<file path="src/rtl/fifo_pkg.sv">
// Shared constants and pointer-code helpers for the 8x8 async FIFO.
// Helpers work on zero-extended 32-bit values, so any pointer width up to 32 bits can use them.
package fifo_pkg;

    localparam int FIFO_ADDR_W = 3;
    localparam int FIFO_DATA_W = 8;

    function automatic logic [31:0] bin2gray(input logic [31:0] b);
        logic [31:0] g;
        for (int i = 0; i < 31; i++) begin
            g[i] = b[i] ^ b[i+1];
        end
        g[31] = b[31];
        return g;
    endfunction

    function automatic logic [31:0] gray2bin(input logic [31:0] g);
        logic [31:0] b;
        b[31] = g[31];
        for (int i = 30; i >= 0; i--) begin
            b[i] = b[i+1] ^ g[i];
        end
        return b;
    endfunction

endpackage

</file>
<file path="src/rtl/ptr_sync.sv">
// N-stage, W-bit flop synchroniser for a Gray-coded pointer crossing clock domains.
// Latency: N clk edges from d to q.
// Backpressure: none; samples every edge.
module ptr_sync #(
    parameter int W = 4,
    parameter int N = 2
) (
    input  logic         clk,
    input  logic         rst_n,
    input  logic [W-1:0] d,
    output logic [W-1:0] q
);

    logic [W-1:0] stg [N];

    always_ff @(posedge clk or negedge rst_n) begin
        if (!rst_n) begin
            for (int i = 0; i < N; i++) begin
                stg[i] <= '0;
            end
        end else begin
            stg[0] <= d;
            for (int i = 1; i < N; i++) begin
                stg[i] <= stg[i-1];
            end
        end
    end

    assign q = stg[N-1];

endmodule

</file>
<file path="src/rtl/fifo_rptr_empty.sv">
// Read-side pointer, empty/almost-empty flags and fill level for the async FIFO.
// Latency: flags follow a read on the next edge; writes show up SYNC_STAGES+1 edges later.
// Backpressure: reads while empty are dropped and latch r_underflow.
module fifo_rptr_empty
    import fifo_pkg::*;
#(
    parameter int ADDR_W      = FIFO_ADDR_W,
    parameter int SYNC_STAGES = 2,
    parameter int AE_THRESH   = 1
) (
    input  logic              r_clk,
    input  logic              r_rst_n,
    input  logic              r_en,
    input  logic [ADDR_W:0]   w_ptr_gray,
    output logic [ADDR_W-1:0] r_addr,
    output logic [ADDR_W:0]   r_ptr_gray,
    output logic              r_empty,
    output logic              r_almost_empty,
    output logic [ADDR_W:0]   r_level,
    output logic              r_valid,
    output logic              r_underflow
);

    localparam int            PW     = ADDR_W + 1;
    localparam logic [PW-1:0] AE_LVL = PW'(AE_THRESH);

    logic [PW-1:0] r_bin;
    logic [PW-1:0] r_bin_next;
    logic [PW-1:0] r_gray_next;
    logic [PW-1:0] wq_gray;
    logic [PW-1:0] wq_bin;
    logic [PW-1:0] level_next;
    logic          r_inc;

    ptr_sync #(
        .W (PW),
        .N (SYNC_STAGES)
    ) u_wptr_sync (
        .clk   (r_clk),
        .rst_n (r_rst_n),
        .d     (w_ptr_gray),
        .q     (wq_gray)
    );

    // Flags are judged on the post-read pointer so the last word drains without a bubble.
    always_comb begin
        r_inc       = r_en & ~r_empty;
        r_bin_next  = r_bin + {{ADDR_W{1'b0}}, r_inc};
        r_gray_next = PW'(bin2gray(32'(r_bin_next)));
        wq_bin      = PW'(gray2bin(32'(wq_gray)));
        level_next  = wq_bin - r_bin_next;
    end

    always_ff @(posedge r_clk or negedge r_rst_n) begin
        if (!r_rst_n) begin
            r_bin          <= '0;
            r_ptr_gray     <= '0;
            r_empty        <= 1'b1;
            r_almost_empty <= 1'b1;
            r_level        <= '0;
            r_valid        <= 1'b0;
            r_underflow    <= 1'b0;
        end else begin
            r_bin          <= r_bin_next;
            r_ptr_gray     <= r_gray_next;
            r_empty        <= (r_gray_next == wq_gray);
            r_almost_empty <= (level_next <= AE_LVL);
            r_level        <= level_next;
            r_valid        <= r_inc;
            r_underflow    <= r_underflow | (r_en & r_empty);
        end
    end

    assign r_addr = r_bin[ADDR_W-1:0];

endmodule

</file>
<file path="config.mk">
export PLATFORM = sky130hd
export DESIGN_NAME = fifo_rptr_empty
export DESIGN_NICKNAME = d
export VERILOG_FILES = /design/src/rtl/fifo_pkg.sv /design/src/rtl/ptr_sync.sv /design/src/rtl/fifo_rptr_empty.sv
export SDC_FILE = /design/constraint.sdc
export NUM_CORES = 1
export LEC_CHECK = 0
export ABC_AREA = 0
export CAP_MARGIN = 20
export CORE_MARGIN = 5
export CORE_UTILIZATION = 30
export DETAILED_ROUTE_END_ITERATION = 8
export GPL_TIMING_DRIVEN = 0
export SYNTH_ARGS = -nofsm -noshare
export SYNTH_HDL_FRONTEND = slang
export SYNTH_SLANG_ARGS = --single-unit
</file>
<file path="constraint.sdc">
create_clock -name r_clk -period 2.9 [get_ports r_clk]
set_input_delay 0.58 -clock r_clk [delete_from_list [all_inputs] [get_ports r_clk]]
set_output_delay 0.58 -clock r_clk [all_outputs]
set_load 0.005 [all_outputs]
</file>
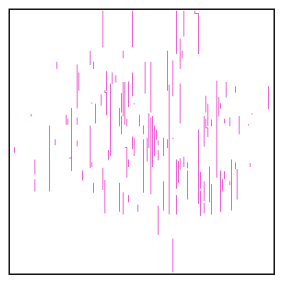
Figure 1: M2 wires.
Drawn at 4 px/um.
longest straight run: 32.3 um
main direction: vertical
share of all routed wire: 48%

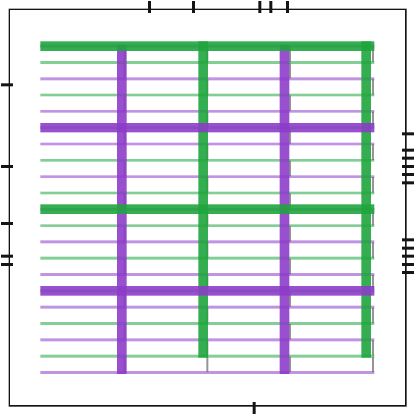
Figure 2: power grid.
Drawn at 6 px/um. Pins as bars on the die edge. Tap cells in grey.
legend:
  VDD:
    colour: green
  VSS:
    colour: purple
met5 straps: 4
signal pins: 22

==> impl_metrics.toml <==
# generated from flow reports
[sta]
slew_headroom = 0.6591
fmax_mhz = 368.4
timing.final.max_slew_violations = 0
worst_pin_slew_ns = 0.5097
setup_slack_ns = 0.1856
setup_viol = 0
hold_violations = 0
skew_ns = 0.001108
finalCritPeriodShare = 0.9360
grt_setup_unrepaired = "no"

[logic_synthesis]
ys_sh_simple = 0.05080
yosys_most_used_dff = "dfrtp_1"
syn-cell-area_um2 = 935.9
mux_area_frac = 0
ys_top_cells_by_count = "21 x dfrtp_1, 9 x xor2_1, 5 x ha_1, 5 x inv_1, 5 x xnor2_1"
ys_seq_frac = 0.6176
top_cell_area_share = 0.5615
ys_async_sr_fraction = 1.000
synth_nets = 74
synthTopCellsByArea = "dfrtp_1 56%, xor2_1 8.4%, ha_1 6.7%"
syn_area_per_cell_um2 = 15.10
top_cell = "dfrtp_1"
synth_cell_types = 20
ys_cells = 62
syn_inst = 62
ys_chip_area_um2 = 935.9
synth.largest_area_cell = "dfrtp_1"

[pwr]
intPower_mw = 0.9139
power_frac_clock = 0.102
seq_power_share = 0.358
p_total_mw = 1.372
leakagePower_nw = 0.5439
p_comb_frac = 0.540

[clock_network]
cts_root_buffer = "clkbuf_4"
cts_tree = "yes"
clk_path_buf_depth = 2
clk_latency_ns = 0.30
clock-sinks = 23
cts-buffers-inserted = 3

[floorplan]
fp.dieH_um = 65.86
floorplan.core_util = 0.3091
core_area_um2 = 3028
die_area_um2 = 4337
pin_count = 22
rows = 20

[routing]
totalWireLength_um = 1381
ant_nets = 0
viasPerCell = 4.053
top_layer = "met4"
met1Wirelength_um = 538
vias = 539
first_iter_violations = 2
drc = 0

[worst_setup_path]
cp_max_fo = 3
crit_arrival_ns = 2.95
critPathBufInv = 2
slowest_delay_ns = 0.47
crit_required_ns = 3.14
cpMostUsedCell = "ha_2"
critical_path.endpoint_type = "flop"

[finish]
nNetsFinal = 102
area_growth_pct = 35.16
diodes = 0
num-fill-cells = 296

[global_route]
grt_pass1_vias = 532
track_usage = 0.07267
use_met1 = 0.07818
antenna_found_initial = 0
grt_max_degree = 24
grtUsageMet2 = 0.1176

[run]
cap_violations = 0
tool_warnings = 26

[placed_design]
gp_congestion = 0.7191
postPlaceCellArea_um2 = 1201
post-dp-hpwl_um = 1063

[status]
outcome = "completed"

[worst_hold_path]
min_path_type = "reg2reg"
==> cell type report <==
type / instances / area, um^2 / share of cell area
clock buffers: 4 / 26.28 / 0.02077
plain buffers: 1 / 3.754 / 0.002967
flip-flops and latches: 23 / 578.1 / 0.4570
repair buffers: 23 / 232.7 / 0.1840
multi-input cells: 33 / 350.3 / 0.2770
inverters: 5 / 18.77 / 0.01484
well taps: 44 / 55.05 / 0.04352
==> cells in the final DEF, fill, tap and decap left out, types with 2 or more instances in the layout <==
cell type,n
clkbuf_1,2
clkdlybuf4s50_1,21
ha_1,3
dfstp_2,2
clkbuf_4,3
xor2_1,8
ha_2,2
nand3_1,2
dfrtp_1,21
inv_1,5
xnor2_1,5
==> power by group through the flow <==
stage               sequential (mW)  clock, mW  combinational, mW
finish                        0.492      0.140              0.741
global route                  0.509      0.163              0.825
CTS                           0.493      0.152              0.752
detailed placement            0.498          0              0.729
global placement              0.492          0              0.718
floorplan                     0.504          0              0.437
==> flip-flops by register name (all words and copies together), names as in the netlist <==
register / cells
r_bin: 4
r_level: 4
u_wptr_sync.q: 4
u_wptr_sync.stg: 4
r_ptr_gray: 3
r_almost_empty: 1
r_empty: 1
r_underflow: 1
r_valid: 1
==> final timing paths <==
check,startpoint,end,slack [ns],cells past startpoint
hold / removal,u_wptr_sync.stg[6],u_wptr_sync.q[2],0.36,0
hold reg to reg,u_wptr_sync.stg[6],u_wptr_sync.q[2],0.36,0
max in group asynchronous,r_rst_n,u_wptr_sync.q[2],1.84,2
min in group asynchronous,r_rst_n,r_underflow,0.61,1
setup / recovery,r_en,r_almost_empty,0.19,11
setup reg to reg,r_empty,r_almost_empty,0.52,10
==> timing repair <==
action	4_1_cts	5_1_grt
setup endpoints to repair	2	2
pin swaps	1	0
buffers inserted	1	0
resized	1	3
No activity file was given, so power comes from the tool's default toggle rates.
